Run 1, signal wires by layer:
The bar under the picture is 50 um long. Two of the layers only.
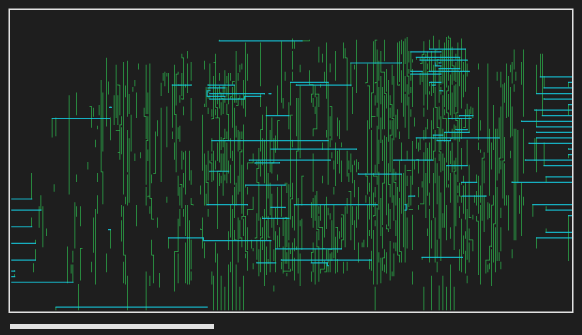
Run 1, sequential cells coloured by netlist name:
Other sequential cells in the stronger grey, the rest of the logic in the fainter grey.
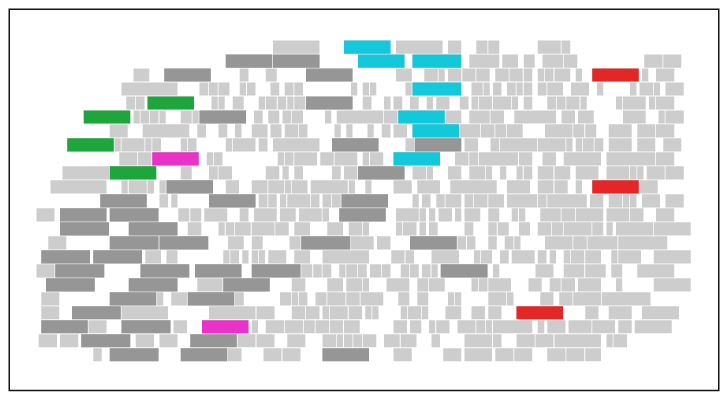
Run 1, placement by cell class:
Fill, decap, tap and diode cells in grey.
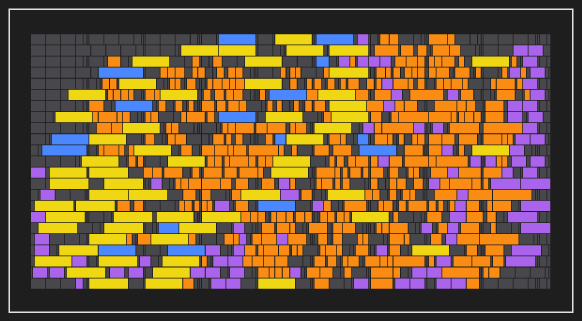
`config.mk`:
```
export PLATFORM = sky130hd
export DESIGN_NAME = water_detection_sys
export DESIGN_NICKNAME = d
export VERILOG_FILES = /design/src/rtl/water_detection_pkg.sv /design/src/rtl/water_detection_sys_display.sv /design/src/rtl/water_detection_sys.sv
export SDC_FILE = /design/constraint.sdc
export NUM_CORES = 1
export LEC_CHECK = 0
export CORE_ASPECT_RATIO = 0.5
export CORE_MARGIN = 5
export CORE_UTILIZATION = 50
export CTS_CLUSTER_DIAMETER = 80
export DETAILED_ROUTE_END_ITERATION = 8
export PLACE_DENSITY = 0.73
export SETUP_SLACK_MARGIN = 0.4
export SLEW_MARGIN = 40
export SYNTH_ARGS = -nofsm -noshare
export SYNTH_HDL_FRONTEND = slang
export SYNTH_SLANG_ARGS = --single-unit
```
`constraint.sdc`:
```
create_clock -name clk -period 4.7 [get_ports clk]
set_input_delay 0.94 -clock clk [delete_from_list [all_inputs] [get_ports clk]]
set_output_delay 0.94 -clock clk [all_outputs]
set_load 0.05 [all_outputs]
```
`src/rtl/water_detection_pkg.sv`:
```
`default_nettype none
// ----------------------------------------------------------------------------
// water_detection_pkg : shared FSM type, 7-segment constants and helpers
// Rev 1.0
// ----------------------------------------------------------------------------
package water_detection_pkg;

    localparam int DEF_SCAN_DIV     = 1;
    localparam int DEF_IDLE_TIMEOUT = 12;
    localparam int DEF_THRESH       = 50;
    localparam int DEF_BEEP_DIV     = 2;

    localparam logic [6:0] CNT_MAX     = 7'd99;
    localparam logic [3:0] DIGIT_BLANK = 4'hF;

    // Segment order {g,f,e,d,c,b,a}, active-high
    localparam logic [6:0] SEG_0     = 7'h3F;
    localparam logic [6:0] SEG_1     = 7'h06;
    localparam logic [6:0] SEG_2     = 7'h5B;
    localparam logic [6:0] SEG_3     = 7'h4F;
    localparam logic [6:0] SEG_4     = 7'h66;
    localparam logic [6:0] SEG_5     = 7'h6D;
    localparam logic [6:0] SEG_6     = 7'h7D;
    localparam logic [6:0] SEG_7     = 7'h07;
    localparam logic [6:0] SEG_8     = 7'h7F;
    localparam logic [6:0] SEG_9     = 7'h6F;
    localparam logic [6:0] SEG_BLANK = 7'h00;

    typedef enum logic [0:0] {
        IDLE  = 1'b0,
        COUNT = 1'b1
    } batch_state_e;

    function automatic logic [6:0] seg_decode(input logic [3:0] d);
        case (d)
            4'd0:    return SEG_0;
            4'd1:    return SEG_1;
            4'd2:    return SEG_2;
            4'd3:    return SEG_3;
            4'd4:    return SEG_4;
            4'd5:    return SEG_5;
            4'd6:    return SEG_6;
            4'd7:    return SEG_7;
            4'd8:    return SEG_8;
            4'd9:    return SEG_9;
            default: return SEG_BLANK;
        endcase
    endfunction

    // Returns {tens, units} for a value in 0..99
    function automatic logic [7:0] to_bcd(input logic [6:0] v);
        return {4'(v / 7'd10), 4'(v % 7'd10)};
    endfunction

endpackage
`default_nettype wire

```
`src/rtl/water_detection_sys_display.sv`:
```
`default_nettype none
// ----------------------------------------------------------------------------
// wd_display_scan : digit/matrix scan index, select/row/dp and 7-seg decode
// Rev 1.0
// ----------------------------------------------------------------------------
module wd_display_scan
    import water_detection_pkg::*;
#(
    parameter int SCAN_DIV = DEF_SCAN_DIV
) (
    input  logic        clk,
    input  logic        rst_n,
    input  logic [31:0] digits,
    input  logic [3:0]  bar,
    input  logic        alarm,
    output logic [6:0]  segment7,
    output logic        dp,
    output logic [7:0]  select,
    output logic [7:0]  row,
    output logic [7:0]  green_led,
    output logic [7:0]  red_led
);

    localparam int DW = (SCAN_DIV > 1) ? $clog2(SCAN_DIV) : 1;

    logic [DW-1:0] div_q, div_d;
    logic [2:0]    k_q, k_d;
    logic          step;
    logic          lit;
    logic [3:0]    digit;

    always_ff @(posedge clk or negedge rst_n) begin
        if (!rst_n) begin
            div_q <= '0;
            k_q   <= 3'd0;
        end else begin
            div_q <= div_d;
            k_q   <= k_d;
        end
    end

    always_comb begin
        step  = (div_q == DW'(SCAN_DIV - 1));
        div_d = step ? '0 : div_q + 1'b1;
        k_d   = step ? k_q + 3'd1 : k_q;
    end

    // Digit k and matrix row k are scanned together
    always_comb begin
        select    = ~(8'd1 << k_q);
        row       = ~(8'd1 << k_q);
        digit     = digits[{k_q, 2'b00} +: 4];
        segment7  = seg_decode(digit);
        dp        = (k_q == 3'd2);
        lit       = ({1'b0, k_q} < bar);
        green_led = (lit && !alarm) ? 8'hFF : 8'h00;
        red_led   = (lit &&  alarm) ? 8'hFF : 8'h00;
    end

endmodule
`default_nettype wire

```
`src/rtl/water_detection_sys.sv`:
```
`default_nettype none
// ----------------------------------------------------------------------------
// water_detection_sys : sensor pulse batching, level total, alarm and display
// Rev 1.0
// ----------------------------------------------------------------------------
module water_detection_sys
    import water_detection_pkg::*;
#(
    parameter int SCAN_DIV     = DEF_SCAN_DIV,
    parameter int IDLE_TIMEOUT = DEF_IDLE_TIMEOUT,
    parameter int THRESH       = DEF_THRESH,
    parameter int BEEP_DIV     = DEF_BEEP_DIV
) (
    input  logic       clk,
    input  logic       rst_n,
    input  logic       btn0,
    input  logic       btn7,
    input  logic [3:0] row_in,
    output logic [3:0] col,
    output logic [6:0] segment7,
    output logic       dp,
    output logic [7:0] select,
    output logic [7:0] row,
    output logic [7:0] green_led,
    output logic [7:0] red_led,
    output logic       beep
);

    localparam int IW = $clog2(IDLE_TIMEOUT + 1);
    localparam int BW = (BEEP_DIV > 1) ? $clog2(BEEP_DIV) : 1;

    logic [3:0]    row_s1_q, row_s1_d, row_s2_q, row_s2_d, row_s3_q, row_s3_d;
    logic [1:0]    btn_s1_q, btn_s1_d, btn_s2_q, btn_s2_d, btn_s3_q, btn_s3_d;
    logic [3:0]    col_q, col_d;
    batch_state_e  state_q, state_d;
    logic [6:0]    cnt_q, cnt_d, batch_q, batch_d, total_q, total_d;
    logic [3:0]    batch_num_q, batch_num_d;
    logic [IW-1:0] idle_q, idle_d;
    logic          ack_q, ack_d, phase_q, phase_d;
    logic [BW-1:0] beep_cnt_q, beep_cnt_d;

    logic       ev, btn0_rise, clr, alarm, timeout_hit;
    logic       start_batch, bump_cnt, close_batch, idle_tick;
    logic [7:0] sum;
    logic [3:0] bar;

    always_ff @(posedge clk or negedge rst_n) begin
        if (!rst_n) begin
            row_s1_q    <= 4'hF;
            row_s2_q    <= 4'hF;
            row_s3_q    <= 4'hF;
            btn_s1_q    <= 2'b00;
            btn_s2_q    <= 2'b00;
            btn_s3_q    <= 2'b00;
            col_q       <= 4'b1110;
            state_q     <= IDLE;
            cnt_q       <= 7'd0;
            batch_q     <= 7'd0;
            total_q     <= 7'd0;
            batch_num_q <= 4'd0;
            idle_q      <= '0;
            ack_q       <= 1'b0;
            phase_q     <= 1'b0;
            beep_cnt_q  <= '0;
        end else begin
            row_s1_q    <= row_s1_d;
            row_s2_q    <= row_s2_d;
            row_s3_q    <= row_s3_d;
            btn_s1_q    <= btn_s1_d;
            btn_s2_q    <= btn_s2_d;
            btn_s3_q    <= btn_s3_d;
            col_q       <= col_d;
            state_q     <= state_d;
            cnt_q       <= cnt_d;
            batch_q     <= batch_d;
            total_q     <= total_d;
            batch_num_q <= batch_num_d;
            idle_q      <= idle_d;
            ack_q       <= ack_d;
            phase_q     <= phase_d;
            beep_cnt_q  <= beep_cnt_d;
        end
    end

    // Synchronizers (stage 3 holds the previous value for edge detection)
    always_comb begin
        row_s1_d    = row_in;
        row_s2_d    = row_s1_q;
        row_s3_d    = row_s2_q;
        btn_s1_d    = {btn7, btn0};
        btn_s2_d    = btn_s1_q;
        btn_s3_d    = btn_s2_q;
        col_d       = {col_q[2:0], col_q[3]};
        ev          = (row_s3_q == 4'hF) && (row_s2_q != 4'hF);
        btn0_rise   = btn_s2_q[0] & ~btn_s3_q[0];
        clr         = btn_s2_q[1] & ~btn_s3_q[1];
        alarm       = (total_q >= 7'(THRESH));
        timeout_hit = (idle_q == IW'(IDLE_TIMEOUT - 1));
    end

    always_comb begin
        state_d = state_q;
        if (clr) begin
            state_d = IDLE;
        end else begin
            case (state_q)
                IDLE:    if (ev) state_d = COUNT;
                COUNT:   if (!ev && timeout_hit) state_d = IDLE;
                default: state_d = IDLE;
            endcase
        end
    end

    // An event in the timeout cycle keeps the batch open
    always_comb begin
        start_batch = !clr && (state_q == IDLE)  && ev;
        bump_cnt    = !clr && (state_q == COUNT) && ev;
        close_batch = !clr && (state_q == COUNT) && !ev && timeout_hit;
        idle_tick   = !clr && (state_q == COUNT) && !ev && !timeout_hit;
    end

    always_comb begin
        cnt_d       = cnt_q;
        batch_d     = batch_q;
        total_d     = total_q;
        batch_num_d = batch_num_q;
        idle_d      = idle_q;
        sum         = {1'b0, total_q} + {1'b0, cnt_q};
        if (clr) begin
            cnt_d       = 7'd0;
            batch_d     = 7'd0;
            total_d     = 7'd0;
            batch_num_d = 4'd0;
            idle_d      = '0;
        end else if (start_batch) begin
            cnt_d  = 7'd1;
            idle_d = '0;
        end else if (bump_cnt) begin
            cnt_d  = (cnt_q == CNT_MAX) ? CNT_MAX : cnt_q + 7'd1;
            idle_d = '0;
        end else if (close_batch) begin
            batch_d     = cnt_q;
            total_d     = (sum > {1'b0, CNT_MAX}) ? CNT_MAX : sum[6:0];
            batch_num_d = (batch_num_q == 4'd9) ? 4'd0 : batch_num_q + 4'd1;
            cnt_d       = 7'd0;
            idle_d      = '0;
        end else if (idle_tick) begin
            idle_d = idle_q + 1'b1;
        end
    end

    // Acknowledge only counts against an alarm already raised
    always_comb begin
        ack_d      = !clr && alarm && (ack_q || btn0_rise);
        beep_cnt_d = (beep_cnt_q == BW'(BEEP_DIV - 1)) ? '0 : beep_cnt_q + 1'b1;
        phase_d    = (beep_cnt_q == BW'(BEEP_DIV - 1)) ? ~phase_q : phase_q;
        bar        = (total_q[6:3] > 4'd8) ? 4'd8 : total_q[6:3];
    end

    assign beep = alarm & ~ack_q & phase_q;
    assign col  = col_q;

    wd_display_scan #(
        .SCAN_DIV (SCAN_DIV)
    ) u_display (
        .clk       (clk),
        .rst_n     (rst_n),
        .digits    ({batch_num_q, {3{DIGIT_BLANK}}, to_bcd(batch_q), to_bcd(total_q)}),
        .bar       (bar),
        .alarm     (alarm),
        .segment7  (segment7),
        .dp        (dp),
        .select    (select),
        .row       (row),
        .green_led (green_led),
        .red_led   (red_led)
    );

endmodule
`default_nettype wire

```
==> results.rst, run 1 <==
Run summary
-----------

.. list-table::
   :header-rows: 1

   * - Metric
     - Value
   * - Outcome
     - complete, no violations
   * - Buffers plus inverters on the worst setup path
     - 1
   * - Metal3 WL
     - between 700 and 800 um
   * - Top Ports
     - between 50 and 60
   * - Hold violation total from the final report
     - 0
   * - Area of the die
     - a little over 10000 um^2
   * - CTS tree
     - yes
   * - Avg Cell Area, Syn
     - 8.79 um^2
   * - Power share of the combinational group
     - 0.026
   * - Antenna fix cells
     - 0
   * - Fraction of power consumed by the clock network
     - 0.572
   * - Cell type with the highest aggregate area in the netlist
     - dfrtp_1
   * - Switching portion of total power
     - 0.206
   * - Resize count post-CTS
     - 30
   * - Area leader share
     - 0.264
   * - Worst-case register-to-register setup slack
     - between 2 and 2.5 ns
   * - Crit path capture
     - segment7[5]
   * - Fraction of area in registers
     - 0.272
   * - Peak supply drop
     - between 400 and 500 uV
   * - Data buffer area share
     - 0.160
   * - Launch instance of the worst register-to-register path
     - cnt_q[0]$_DFFE_PN0P_
   * - Clock latency on the worst-skew pair
     - 0.33 ns
   * - Met3 Resource Use GR
     - 0.0492
   * - Yosys warnings
     - 0
   * - Combinational group power
     - about 34 uW
   * - First-pass GRT wire length
     - approximately 17 mm
   * - Switch Pwr
     - roughly 270 uW
   * - Fin cells
     - about 640
   * - Overall power after layout
     - approximately 1.3 mW
   * - Number of vias after detailed routing
     - between 3000 and 4000
   * - Initial DRC count
     - 349
   * - Register-to-Register Path Depth
     - 9
   * - Wire length reported by the detailed router
     - a little over 10 mm
   * - Worst min-delay path class
     - reg2reg
   * - Comb area leader
     - AND-OR/OR-AND gates
   * - Biggest power consumer among the groups
     - clock
   * - Count of hold-fix buffers inserted at cts
     - 0
   * - Post-route minimum period
     - between 4 and 5 ns
   * - Reg clk slew, reported paths
     - about 0.050 ns
   * - Number of detailed-routing iterations run before antenna repair
     - 7
   * - Met2 routing resource usage after global routing
     - 0.341
About 'signal wires by layer':
metal 3: shown in cyan, wire length 734 um. metal 2: shown in green, wire length 4820 um.

About 'sequential cells coloured by netlist name':
batch_q: shown in cyan, placed flops 7, where top middle. btn_s3_q: shown in magenta, placed flops 2. idle_q: shown in green, placed flops 4. u_display.k_q: shown in red, placed flops 3.
Another 42 sequential cells are not coloured.

About 'placement by cell class':
sequential cells: shown in yellow, cells 58, share of their area 28%. combinational and other logic: shown in orange, cells 365, share of their area 49%. clock drivers and dummy loads: shown in blue, cells 16, share of their area 6.6%. remaining buffers and delay cells: shown in purple, cells 89, share of their area 16%.

## Run 2: what changed since run 1
==> constraint.sdc (replaced) <==
create_clock -name clk -period 4.25 [get_ports clk]
set_input_delay 0.85 -clock clk [delete_from_list [all_inputs] [get_ports clk]]
set_output_delay 0.85 -clock clk [all_outputs]
set_load 0.05 [all_outputs]
Run 2, placed standard cells:
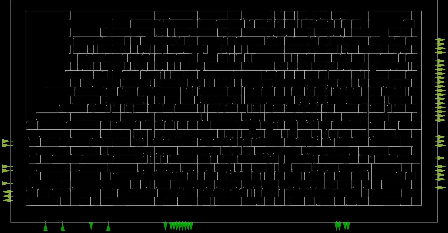
placement row count: 23
FFs & Latches: 58
Layout Utilization: 0.700
fin cells: 648

Run 2, placement by cell class:
Fill, decap, tap and diode cells in grey.
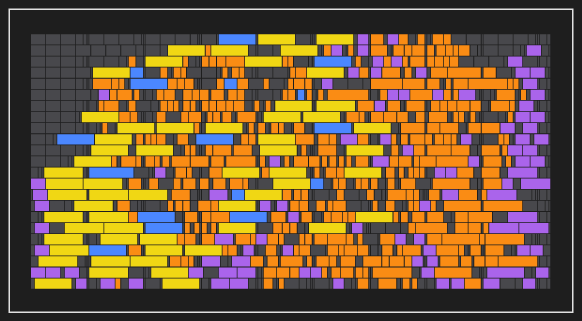
sequential cells: shown in yellow, cells 58, share of their area 27%. combinational and other logic: shown in orange, cells 366, share of their area 50%. remaining buffers and delay cells: shown in purple, cells 96, share of their area 18%. clock drivers and dummy loads: shown in blue, cells 16, share of their area 5.9%.

==> results.rst, run 2 <==
Run summary
-----------

.. list-table::
   :header-rows: 1

   * - Metric
     - Value
   * - Combinational group power
     - 38.7 uW (+13%)
   * - Worst-path cell chain
     - and2b_2 -> and3_4 -> a211oi_2 -> ha_2 -> a21oi_2 -> a211oi_2 -> o221ai_2 -> a211o_1 -> a21oi_4 -> nor4_4 -> nor2_4 -> inv_2 -> buf_6 -> ha_4 -> o311ai_4 -> buf_12
   * - Launch instance of the worst register-to-register path
     - total_q[1]$_DFFE_PN0P_
   * - Proportion of synthesized flip-flops having asynchronous set or reset
     - 1.00
   * - Met3 Resource Use GR
     - 0.0445 (-0.00479)
   * - Violations in the final reports
     - negative setup slack
   * - Data buffer area share
     - 0.171 (+0.0105)
   * - EDFF count, synth
     - 0
   * - Number of DRC violations after detailed routing
     - 0
   * - Initial DRC count
     - 239 (-32%)
   * - Multi-input gate area in the final layout
     - about 2600 um^2
   * - Reg clk slew, reported paths
     - 0.06 ns (about the same)
   * - Fraction of area in registers
     - 0.264 (-0.00805)
   * - Yosys warnings
     - 0 (unchanged)
   * - Switching portion of total power
     - 0.215 (+0.00942)
   * - Worst-case register-to-register setup slack
     - 1.59 ns (-0.48 ns)
   * - Leading register cell type out of synthesis
     - dfrtp_1
   * - Number of buffers added for setup after CTS
     - 4
   * - Cell type with the highest aggregate area in the netlist
     - dfrtp_1
   * - Final HPWL DP
     - approximately 7.2 mm
   * - Switch Pwr
     - 296 uW (+9.8%)
   * - Remaining max-slew budget at the tightest pin
     - 0.603
   * - Post-route minimum period
     - around 4.4 ns
   * - Unique cell type count in the Yosys netlist
     - just over 70
   * - Post-route design area
     - 5580 um^2
   * - Number of detailed-routing iterations run before antenna repair
     - 4 (-3)
   * - Avg Cell Area, Syn
     - 8.79 um^2 (unchanged)
   * - Clock latency on the worst-skew pair
     - 0.33 ns (about the same)
   * - Wire length reported by the detailed router
     - 10.2 mm (-0.12%)
   * - Overall power after layout
     - 1.38 mW (+5.0%)
   * - XOR/XNOR Fraction of Synth Area
     - 0.0236
   * - Count of endpoints failing setup in the final report
     - 6
   * - Metal3 WL
     - 572 um (-22%)
   * - Met2 routing resource usage after global routing
     - 0.356 (+0.0146)
   * - Worst min-delay path class
     - reg2reg
   * - Count of hold-fix buffers inserted at cts
     - 0 (unchanged)
   * - Die outline width
     - between 100 and 150 um
   * - Antenna fix cells
     - 0 (unchanged)
   * - Buffers plus inverters on the worst setup path
     - 3 (+2)
   * - Register-to-Register Path Depth
     - 9 (unchanged)
   * - Hold violation total from the final report
     - 0 (unchanged)
   * - Top Ports
     - 53 (unchanged)
   * - Crit path setup slack, layout
     - -0.139 ns
   * - Peak supply drop
     - 330 uV (-29%)
   * - CP most frequent cell
     - a211oi_2
   * - Biggest power consumer among the groups
     - clock
   * - Area leader share
     - 0.264 (unchanged)
   * - Comb area leader
     - AND-OR/OR-AND gates
   * - Number of CTS-inserted buffers
     - 9
   * - Area of the die
     - 10200 um^2 (unchanged)
   * - Number of vias after detailed routing
     - 3647 (-0.38%)
   * - Layout-stage area growth over the synthesis result
     - 36.8%
   * - First-pass GRT wire length
     - 16.7 mm (-0.74%)
   * - Crit path capture
     - segment7[0]
   * - Outcome
     - complete, but fails checks
   * - CTS tree
     - yes
## Run 3: what changed since run 2
--- a/config.mk
+++ b/config.mk
@@ -5,12 +5,13 @@
 export SDC_FILE = /design/constraint.sdc
 export NUM_CORES = 1
 export LEC_CHECK = 0
+export ABC_AREA = 1
 export CORE_ASPECT_RATIO = 0.5
 export CORE_MARGIN = 5
 export CORE_UTILIZATION = 50
 export CTS_CLUSTER_DIAMETER = 80
 export DETAILED_ROUTE_END_ITERATION = 8
-export PLACE_DENSITY = 0.73
+export PLACE_DENSITY = 0.74
 export SETUP_SLACK_MARGIN = 0.4
 export SLEW_MARGIN = 40
 export SYNTH_ARGS = -nofsm -noshare
Run 3, signal metal coverage by tile:
The bar under the picture is 50 um long. 26 x 14 tiles, from black (low) to pale yellow (high), scaled to the fullest tile. Values are wire area over tile area, all layers added.
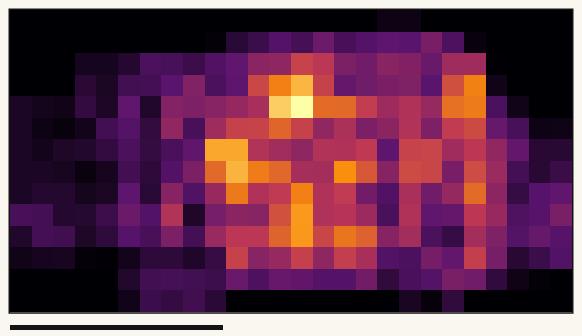
The densest ninth of the die: middle. The emptiest ninth of the die: top left. The fullest tile reaches 0.73. 22% of the tiles are nearly empty.

Run 3, placement by cell class:
Fill, decap, tap and diode cells in grey.
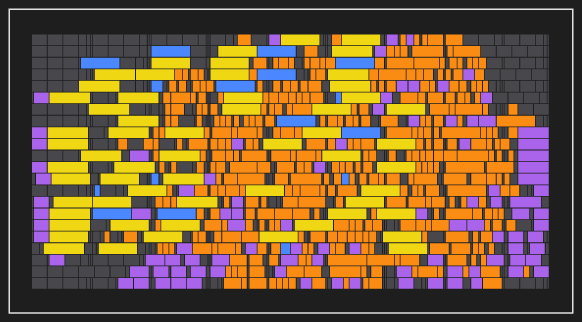
clock drivers and dummy loads: shown in blue, cells 16, share of their area 5.4%. sequential cells: shown in yellow, cells 58, share of their area 28%. remaining buffers and delay cells: shown in purple, cells 97, share of their area 18%. combinational and other logic: shown in orange, cells 379, share of their area 48%.

==> results.rst, run 3 <==
Run summary
-----------

.. list-table::
   :header-rows: 1

   * - Metric
     - Value
   * - Outcome
     - complete, no violations
   * - Die outline width
     - 132 um (-4.2%)
   * - Hold violation total from the final report
     - 0 (unchanged)
   * - Layout Utilization
     - 0.735 (+0.0353)
   * - Number of vias after detailed routing
     - 3468 (-4.9%)
   * - Number of buffers added for setup after CTS
     - 24 (+20)
   * - Met2 routing resource usage after global routing
     - 0.315 (-0.0412)
   * - Antenna fix cells
     - 0 (unchanged)
   * - Overall power after layout
     - 1.31 mW (-5.2%)
   * - Layout-stage area growth over the synthesis result
     - 43.8%
   * - Combinational group power
     - 49.2 uW (+27%)
   * - Switching portion of total power
     - 0.217 (+0.00197)
   * - Multi-input gate area in the final layout
     - 2240 um^2 (-13%)
   * - Number of DRC violations after detailed routing
     - 0 (unchanged)
   * - Proportion of synthesized flip-flops having asynchronous set or reset
     - 1.00 (unchanged)
   * - Leading register cell type out of synthesis
     - dfrtp_1
   * - Met3 Resource Use GR
     - 0.0554 (+0.0109)
   * - Data buffer area share
     - 0.178 (+0.00733)
   * - Post-route minimum period
     - 4.20 ns (-0.192 ns)
   * - Reg clk slew, reported paths
     - 0.05 ns (about the same)
   * - Fin cells
     - 646 (-0.31%)
   * - Metal3 WL
     - 686 um (+20%)
   * - Crit path setup slack, layout
     - 0.0529 ns (+0.192 ns)
   * - Remaining max-slew budget at the tightest pin
     - 0.468 (-0.135)
   * - Initial DRC count
     - 393 (+64%)
   * - Avg Cell Area, Syn
     - 8.04 um^2 (-8.5%)
   * - Final HPWL DP
     - 5.80 mm (-19%)
   * - Worst min-delay path class
     - reg2reg
   * - Worst-case register-to-register setup slack
     - 1.25 ns (-0.34 ns)
   * - Comb area leader
     - simple AND/OR/NAND/NOR gates
   * - Number of detailed-routing iterations run before antenna repair
     - 5 (+1)
   * - Launch instance of the worst register-to-register path
     - row_s2_q[2]$_DFF_PN1_
   * - Count of endpoints failing setup in the final report
     - 0 (-6)
   * - XOR/XNOR Fraction of Synth Area
     - 0.0330 (+0.00940)
   * - Placement row count
     - 22 (-4.3%)
   * - CTS tree
     - yes
   * - Yosys warnings
     - 0 (unchanged)
   * - Number of CTS-inserted buffers
     - 9 (unchanged)
   * - Clock latency on the worst-skew pair
     - 0.32 ns (about the same)
   * - Unique cell type count in the Yosys netlist
     - 36 (-49%)
   * - Top Ports
     - 53 (unchanged)
   * - Cell type with the highest aggregate area in the netlist
     - dfrtp_1
No activity file was given, so power comes from the tool's default toggle rates.
